**src/rtl/grf_hazard_ctrl_pkg.sv**
```systemverilog
// Shared definitions for the GRF hazard/bypass controller: select encodings,
// the pipeline stage-entry record and a small tnew helper.
package grf_hazard_ctrl_pkg;

    localparam int GRF_ADDR_W = 5;
    localparam int GRF_T_W    = 2;

    // Tuse value meaning "this operand is not read at all"
    localparam logic [1:0] TUSE_UNUSED = 2'd3;

    // D-stage operand source
    localparam logic [1:0] FWD_GRF = 2'd0;
    localparam logic [1:0] FWD_E   = 2'd1;
    localparam logic [1:0] FWD_M   = 2'd2;
    localparam logic [1:0] FWD_W   = 2'd3;

    // E/M-stage operand source
    localparam logic [1:0] FWD_PIPE   = 2'd0;
    localparam logic [1:0] FWD_FROM_M = 2'd1;
    localparam logic [1:0] FWD_FROM_W = 2'd2;

    // One tracked instruction; dst == 0 means the instruction writes nothing
    typedef struct packed {
        logic [GRF_ADDR_W-1:0] dst;
        logic [GRF_T_W-1:0]    tnew;
        logic [GRF_ADDR_W-1:0] rs;
        logic [GRF_ADDR_W-1:0] rt;
    } stage_t;

    // Result countdown after one more stage, never going below zero
    function automatic logic [GRF_T_W-1:0] tnew_dec(input logic [GRF_T_W-1:0] t);
        return (t == '0) ? '0 : t - 1'b1;
    endfunction

endpackage

```
**src/rtl/grf_hazard_ctrl_fwd_match.sv**
```systemverilog
// Priority match of one source register against up to three producer slots,
// ordered youngest first. Reports which slot holds the nearest writer
// (1..3, 0 = none) and whether that writer's result is already available.
module grf_hazard_ctrl_fwd_match
    import grf_hazard_ctrl_pkg::*;
#(
    parameter int ADDR_W = GRF_ADDR_W,
    parameter int T_W    = GRF_T_W
) (
    input  logic [ADDR_W-1:0] src_i,
    input  logic [ADDR_W-1:0] dst0_i,
    input  logic [T_W-1:0]    tnew0_i,
    input  logic [ADDR_W-1:0] dst1_i,
    input  logic [T_W-1:0]    tnew1_i,
    input  logic [ADDR_W-1:0] dst2_i,
    input  logic [T_W-1:0]    tnew2_i,
    output logic [1:0]        sel_o,
    output logic              ready_o
);

    // Nearest writer wins; register 0 never matches anything
    always_comb begin
        sel_o   = 2'd0;
        ready_o = 1'b1;
        if (src_i != '0) begin
            if (dst0_i == src_i) begin
                sel_o   = 2'd1;
                ready_o = (tnew0_i == '0);
            end else if (dst1_i == src_i) begin
                sel_o   = 2'd2;
                ready_o = (tnew1_i == '0);
            end else if (dst2_i == src_i) begin
                sel_o   = 2'd3;
                ready_o = (tnew2_i == '0);
            end
        end
    end

endmodule

```
**src/rtl/grf_hazard_ctrl.sv**
```systemverilog
// Hazard and bypass controller for the 5-stage CPU. Tracks the writers in
// E, M and W, stalls D when an operand cannot arrive in time, and steers the
// bypass muxes of the D, E and M operand reads.
module grf_hazard_ctrl
    import grf_hazard_ctrl_pkg::*;
#(
    parameter int ADDR_W = GRF_ADDR_W,
    parameter int T_W    = GRF_T_W
) (
    input  logic              clk,
    input  logic              reset,
    input  logic [ADDR_W-1:0] d_rs,
    input  logic [ADDR_W-1:0] d_rt,
    input  logic [T_W-1:0]    d_tuse_rs,
    input  logic [T_W-1:0]    d_tuse_rt,
    input  logic              d_wr_en,
    input  logic [ADDR_W-1:0] d_wr_addr,
    input  logic [T_W-1:0]    d_tnew,
    output logic              stall,
    output logic [1:0]        d_fwd_rs_sel,
    output logic [1:0]        d_fwd_rt_sel,
    output logic [1:0]        e_fwd_rs_sel,
    output logic [1:0]        e_fwd_rt_sel,
    output logic              m_fwd_rt_sel
);

    stage_t            e_q, e_d;
    logic [ADDR_W-1:0] m_dst_q, m_dst_d;
    logic [T_W-1:0]    m_tnew_q, m_tnew_d;
    logic [ADDR_W-1:0] m_rt_q, m_rt_d;
    logic [ADDR_W-1:0] w_dst_q, w_dst_d;

    logic [1:0] d_rs_hit, d_rt_hit, e_rs_hit, e_rt_hit, m_rt_hit;
    logic       d_rs_rdy, d_rt_rdy, e_rs_rdy, e_rt_rdy, m_rt_rdy;

    // A source stalls when a pending writer in E or M will not have its
    // result ready by the time the consumer needs it. W is always ready.
    function automatic logic src_stalls(
        input logic [ADDR_W-1:0] src,
        input logic [T_W-1:0]    tuse,
        input logic [ADDR_W-1:0] e_dst,
        input logic [T_W-1:0]    e_tnew,
        input logic [ADDR_W-1:0] m_dst,
        input logic [T_W-1:0]    m_tnew
    );
        logic late_e;
        logic late_m;
        late_e = (e_dst == src) && (tuse < e_tnew);
        late_m = (m_dst == src) && (tuse < m_tnew);
        if (tuse == TUSE_UNUSED || src == '0) begin
            return 1'b0;
        end
        return late_e || late_m;
    endfunction

    // D operand lookups: E, then M, then W
    grf_hazard_ctrl_fwd_match #(.ADDR_W(ADDR_W), .T_W(T_W)) u_d_rs (
        .src_i(d_rs), .dst0_i(e_q.dst), .tnew0_i(e_q.tnew),
        .dst1_i(m_dst_q), .tnew1_i(m_tnew_q), .dst2_i(w_dst_q), .tnew2_i('0),
        .sel_o(d_rs_hit), .ready_o(d_rs_rdy)
    );
    grf_hazard_ctrl_fwd_match #(.ADDR_W(ADDR_W), .T_W(T_W)) u_d_rt (
        .src_i(d_rt), .dst0_i(e_q.dst), .tnew0_i(e_q.tnew),
        .dst1_i(m_dst_q), .tnew1_i(m_tnew_q), .dst2_i(w_dst_q), .tnew2_i('0),
        .sel_o(d_rt_hit), .ready_o(d_rt_rdy)
    );

    // E operand lookups: M, then W
    grf_hazard_ctrl_fwd_match #(.ADDR_W(ADDR_W), .T_W(T_W)) u_e_rs (
        .src_i(e_q.rs), .dst0_i(m_dst_q), .tnew0_i(m_tnew_q),
        .dst1_i(w_dst_q), .tnew1_i('0), .dst2_i('0), .tnew2_i('0),
        .sel_o(e_rs_hit), .ready_o(e_rs_rdy)
    );
    grf_hazard_ctrl_fwd_match #(.ADDR_W(ADDR_W), .T_W(T_W)) u_e_rt (
        .src_i(e_q.rt), .dst0_i(m_dst_q), .tnew0_i(m_tnew_q),
        .dst1_i(w_dst_q), .tnew1_i('0), .dst2_i('0), .tnew2_i('0),
        .sel_o(e_rt_hit), .ready_o(e_rt_rdy)
    );

    // M store-data lookup: W only
    grf_hazard_ctrl_fwd_match #(.ADDR_W(ADDR_W), .T_W(T_W)) u_m_rt (
        .src_i(m_rt_q), .dst0_i(w_dst_q), .tnew0_i('0),
        .dst1_i('0), .tnew1_i('0), .dst2_i('0), .tnew2_i('0),
        .sel_o(m_rt_hit), .ready_o(m_rt_rdy)
    );

    // Stall and bypass selects; a nearest writer that is not ready yet
    // hides older writers and leaves the operand on its normal path
    always_comb begin
        stall = src_stalls(d_rs, d_tuse_rs, e_q.dst, e_q.tnew, m_dst_q, m_tnew_q)
             || src_stalls(d_rt, d_tuse_rt, e_q.dst, e_q.tnew, m_dst_q, m_tnew_q);
        d_fwd_rs_sel = d_rs_rdy ? d_rs_hit : FWD_GRF;
        d_fwd_rt_sel = d_rt_rdy ? d_rt_hit : FWD_GRF;
        e_fwd_rs_sel = e_rs_rdy ? e_rs_hit : FWD_PIPE;
        e_fwd_rt_sel = e_rt_rdy ? e_rt_hit : FWD_PIPE;
        m_fwd_rt_sel = m_rt_rdy && (m_rt_hit == 2'd1);
    end

    // Next tracking state: shift E->M->W, bubble into E while stalled
    always_comb begin
        e_d = '0;
        if (!stall) begin
            e_d.dst  = d_wr_en ? d_wr_addr : '0;
            e_d.tnew = d_tnew;
            e_d.rs   = d_rs;
            e_d.rt   = d_rt;
        end
        m_dst_d  = e_q.dst;
        m_tnew_d = tnew_dec(e_q.tnew);
        m_rt_d   = e_q.rt;
        w_dst_d  = m_dst_q;
    end

    // Tracking registers, cleared immediately by reset
    always_ff @(posedge clk or posedge reset) begin
        if (reset) begin
            e_q      <= '0;
            m_dst_q  <= '0;
            m_tnew_q <= '0;
            m_rt_q   <= '0;
            w_dst_q  <= '0;
        end else begin
            e_q      <= e_d;
            m_dst_q  <= m_dst_d;
            m_tnew_q <= m_tnew_d;
            m_rt_q   <= m_rt_d;
            w_dst_q  <= w_dst_d;
        end
    end

endmodule

```
**config.mk**
```make
export PLATFORM = sky130hd
export DESIGN_NAME = grf_hazard_ctrl
export DESIGN_NICKNAME = d
export VERILOG_FILES = /design/src/rtl/grf_hazard_ctrl_pkg.sv /design/src/rtl/grf_hazard_ctrl_fwd_match.sv /design/src/rtl/grf_hazard_ctrl.sv
export SDC_FILE = /design/constraint.sdc
export NUM_CORES = 1
export LEC_CHECK = 0
export CORE_MARGIN = 2
export CORE_UTILIZATION = 50
export DETAILED_ROUTE_END_ITERATION = 10
export GPL_TIMING_DRIVEN = 1
export PLACE_DENSITY = 0.76
export SYNTH_ARGS = -nofsm -noshare
export SYNTH_HDL_FRONTEND = slang
export SYNTH_SLANG_ARGS = --single-unit
```
**constraint.sdc**
```tcl
create_clock -name clk -period 4.58 [get_ports clk]
set_clock_uncertainty 0.15 [all_clocks]
set_input_delay 0.916 -clock clk [delete_from_list [all_inputs] [get_ports clk]]
set_output_delay 0.916 -clock clk [all_outputs]
set_load 0.05 [all_outputs]
```
### Congestion heat map, run 1

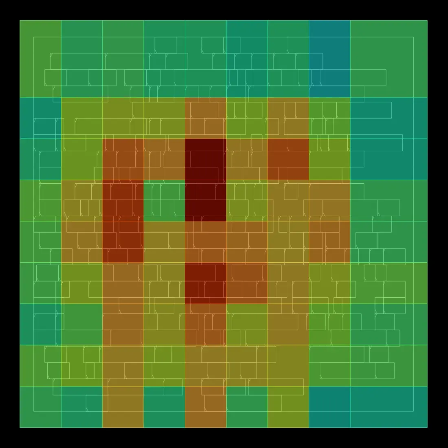
met3 GRT Util: 4.93%
routed len/inst: 17.0 microns
Tot GR Track Use: 23.9%
Core Util, Final: 64.6%
met1 usage: 31.9%

### Routed metal, one color a layer, run 1

Drawn at 6 px/micron.
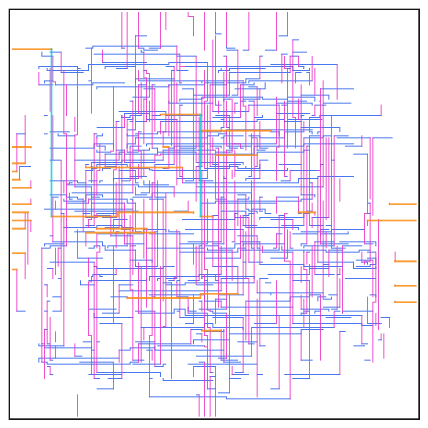
- metal 4: cyan (wire length 44.9 microns)
- metal 2: magenta (wire length 2400 microns)
- metal 3: orange (wire length 166 microns)
- metal 1: blue (wire length 2090 microns)
final wirelength: 4700 microns
via count: 1518

### Ports around the boundary, run 1

Drawn at 4 px/micron. Pins as bars across the die edge, other pins in gray.
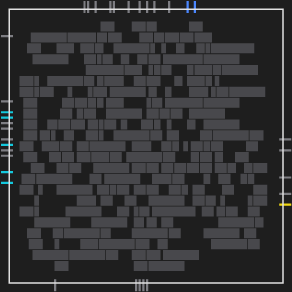
- d_wr_addr: cyan (pins 5; direction input; edge left)
- m_fwd_rt_sel: yellow (pins 1; direction output; edge right)
- d_tuse_rt: blue (pins 2; direction input; edge top)
Die Ht: 68.1 microns
die width: 68.1 microns
PortBufs: 33

==> run summary, run 1 <==
Yosys cell count = 189
# resized after CTS = 0
Clk network pwr share = 39.4%
Non-clock buffers, area share = 13.8%
Cell count after placement = 268
Clock Tree Buf Depth = 2
First-pass GRT wire length = 7840 microns
Logic area = 1150 sq um
Outcome = finished, final reports clean
Mapped Nets = 217
Die area = 4630 sq um
Total grt overflow = 0
Area leader, netlist = dfrtp_1
Wire length on met2 = 2400 microns
Setup TNS = 0 ns
Drt drc = 0
Final count of negative-setup-slack endpoints = 0
Clkbuf count = 5
Number of CTS-inserted buffers = 5
P_comb = 0.161 mW
Top reg by flops = e_q
Pre-CTS WS = 0.360 ns
Top cells by count, synth = dfrtp_1 (34), xor2_1 (32), xnor2_1 (22)
Post-synth seq share = 41.5%
Sw Ratio = 27.3%
Int Pwr = 0.617 mW
CTS root buf = clkbuf_8
Top FF cell, synth = dfrtp_1
Leakage = 1.11 nW
Filler instances = 326
Initial drt markers = 96
Clock buf/inv share = 5.36%
1st-pass router iterations = 4
Flop count = 34
Tmin final = 4.21 ns
WS Path Type = input pin to output port
Crit start category = input pin
Post-Layout Inst Area = 2570 sq um
Synth Warn # = 0
Mi-comb count = 145
Headroom to the max-slew limit = 67.0%
Non-clk invs = 3
Final hold viol count = 0
Number of global-route vias before repair = 1514
Hold Path Sink = m_dst_q[4]$_DFF_PP0_
Average size of a mapped cell = 10.9 sq um
XOR-XNOR Cells, Area Fraction = 23.0%
==> run 2: changes to the inputs <==
PLACE_DENSITY = 0.73   (was 0.76)
SYNTH_HIERARCHICAL = 1   (was not set)
==> run summary, run 2 <==
Outcome = finished, final reports clean
Initial drt markers = 114
Average size of a mapped cell = 9.31 sq um
Filler instances = 473
Headroom to the max-slew limit = 21.5%
Wire length on met2 = 3060 microns
Top cells by count, synth = xnor2_1 (42), dfrtp_1 (34), xor2_1 (33)
Met3 GRT Util = 4.30%
Hold Path Sink = m_rt_q[1]$_DFF_PP0_
WS Path Type = input pin to output port
Total grt overflow = 0
Number of global-route vias before repair = 2367
Top FF cell, synth = dfrtp_1
Leakage = 1.55 nW
PortBufs = 33
XOR-XNOR Cells, Area Fraction = 23.0%
Routed len/inst = 13.8 microns
Yosys cell count = 307
Clock Tree Buf Depth = 2
Sw Ratio = 32.6%
CTS root buf = clkbuf_8
P_comb = 0.256 mW
Via count = 2366
Logic area = 2050 sq um
Mi-comb count = 289
Post-synth seq share = 29.8%
Met1 usage = 30.4%
Tot GR Track Use = 22.8%
Post-Layout Inst Area = 3620 sq um
Top reg by flops = e_q
First-pass GRT wire length = 11200 microns
Cell count after placement = 460
Clkbuf count = 5
Non-clock buffers, area share = 11.3%
Pre-CTS WS = 0.421 ns
Clock buf/inv share = 3.15%
1st-pass router iterations = 4
Drt drc = 0
Non-clk invs = 28
Int Pwr = 0.610 mW
### Sequential cells grouped by signal name, run 2

Drawn at 3 px/micron. Other sequential cells in the stronger gray, the rest of the logic in the fainter gray.
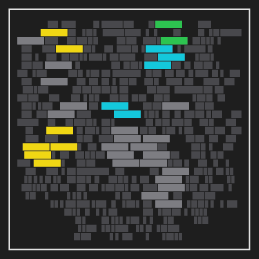
- e_q: yellow (sequential cells 7)
- m_dst_q: cyan (sequential cells 5)
- m_tnew_q: green (sequential cells 2)
FF/Latch Area: 851 sq um
Core Util, Final: 65.7%
Seq. pwr: 0.368 mW

### Ports around the boundary, run 2

Drawn at 3 px/micron. Pins as bars across the die edge, other pins in gray.
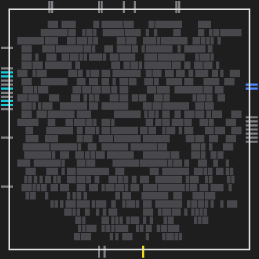
- d_tuse_rt: blue (pins 2; direction input; edge right)
- m_fwd_rt_sel: yellow (pins 1; direction output; edge bottom)
- d_wr_addr: cyan (pins 5; direction input; edge left)
die width: 79.6 microns
Die Ht: 79.6 microns

### Wires at chosen ports, followed through buffers, run 2

Drawn at 4 px/micron.
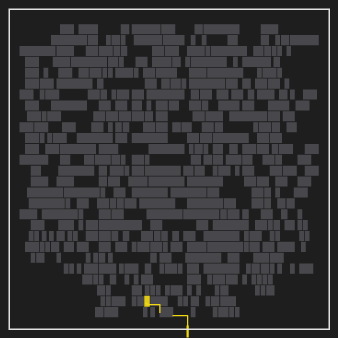
- m_fwd_rt_sel: yellow (bits 1; direction output; end cells 1; wire 12.6 microns)
Ports: 34

==> run 3: changes to the inputs <==
CTS_CLUSTER_SIZE = 25   (was not set)
==> run summary, run 3 <==
Outcome = finished, final reports clean
Wire length on met2 = 3060 microns
Total grt overflow = 0
Core Util, Final = 65.7%
1st-pass router iterations = 4
Filler instances = 473
# resized after CTS = 0
PortBufs = 33
Post-Layout Inst Area = 3620 sq um
Cell count after placement = 460
FF/Latch Area = 851 sq um
Post-synth seq share = 29.8%
P_comb = 0.256 mW
XOR-XNOR Cells, Area Fraction = 23.0%
Seq. pwr = 0.368 mW
Pre-CTS WS = 0.421 ns
Synth Warn # = 6
Final count of negative-setup-slack endpoints = 0
Area leader, netlist = dfrtp_1
Final hold viol count = 0
Die width = 79.6 microns
Crit start category = input pin
First-pass GRT wire length = 11200 microns
Flop count = 34
Number of CTS-inserted buffers = 5
Initial drt markers = 114
Die area = 6340 sq um
Mi-comb count = 289
Headroom to the max-slew limit = 21.5%
Ports = 34
WS Path Type = input pin to output port
Final wirelength = 6480 microns
Number of global-route vias before repair = 2367
Leakage = 1.55 nW
Top reg by flops = e_q
Logic area = 2050 sq um
Hold Path Sink = m_rt_q[1]$_DFF_PP0_
Clock buf/inv share = 3.15%
Clock Tree Buf Depth = 2
Clkbuf count = 5
Sw Ratio = 32.6%
Setup TNS = 0 ns
### Congestion heat map, run 3

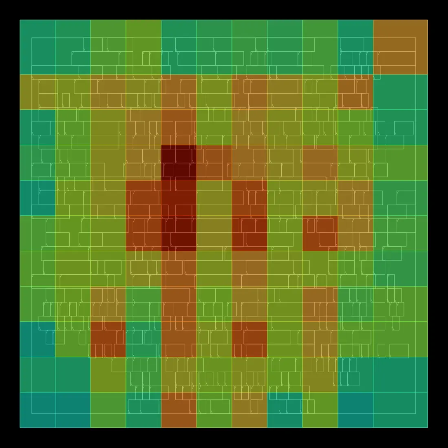
met1 usage: 30.4%
busiest grt layer: met2
Tot GR Track Use: 22.8%
met2 usage: 37.5%
routed len/inst: 13.8 microns

### Ports around the boundary, run 3

Drawn at 3 px/micron. Pins as bars across the die edge, other pins in gray.
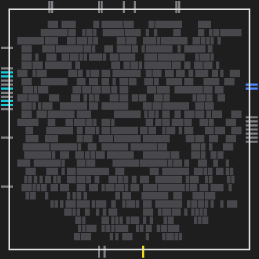
- d_wr_addr: cyan (pins 5; direction input; edge left)
- m_fwd_rt_sel: yellow (pins 1; direction output; edge bottom)
- d_tuse_rt: blue (pins 2; direction input; edge right)
- all pins by edge: 14 left, 9 right, 8 top, 3 bottom

### Sequential cells grouped by signal name, run 3

Drawn at 3 px/micron. Other sequential cells in the stronger gray, the rest of the logic in the fainter gray.
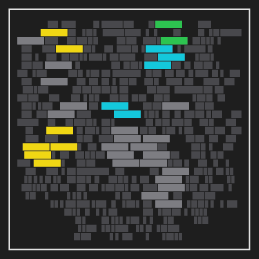
- m_tnew_q: green (sequential cells 2)
- m_dst_q: cyan (sequential cells 5)
- e_q: yellow (sequential cells 7)
- not colored: 20
sequential cell area share: 23.5%

No activity file was given, so power comes from the tool's default toggle rates.
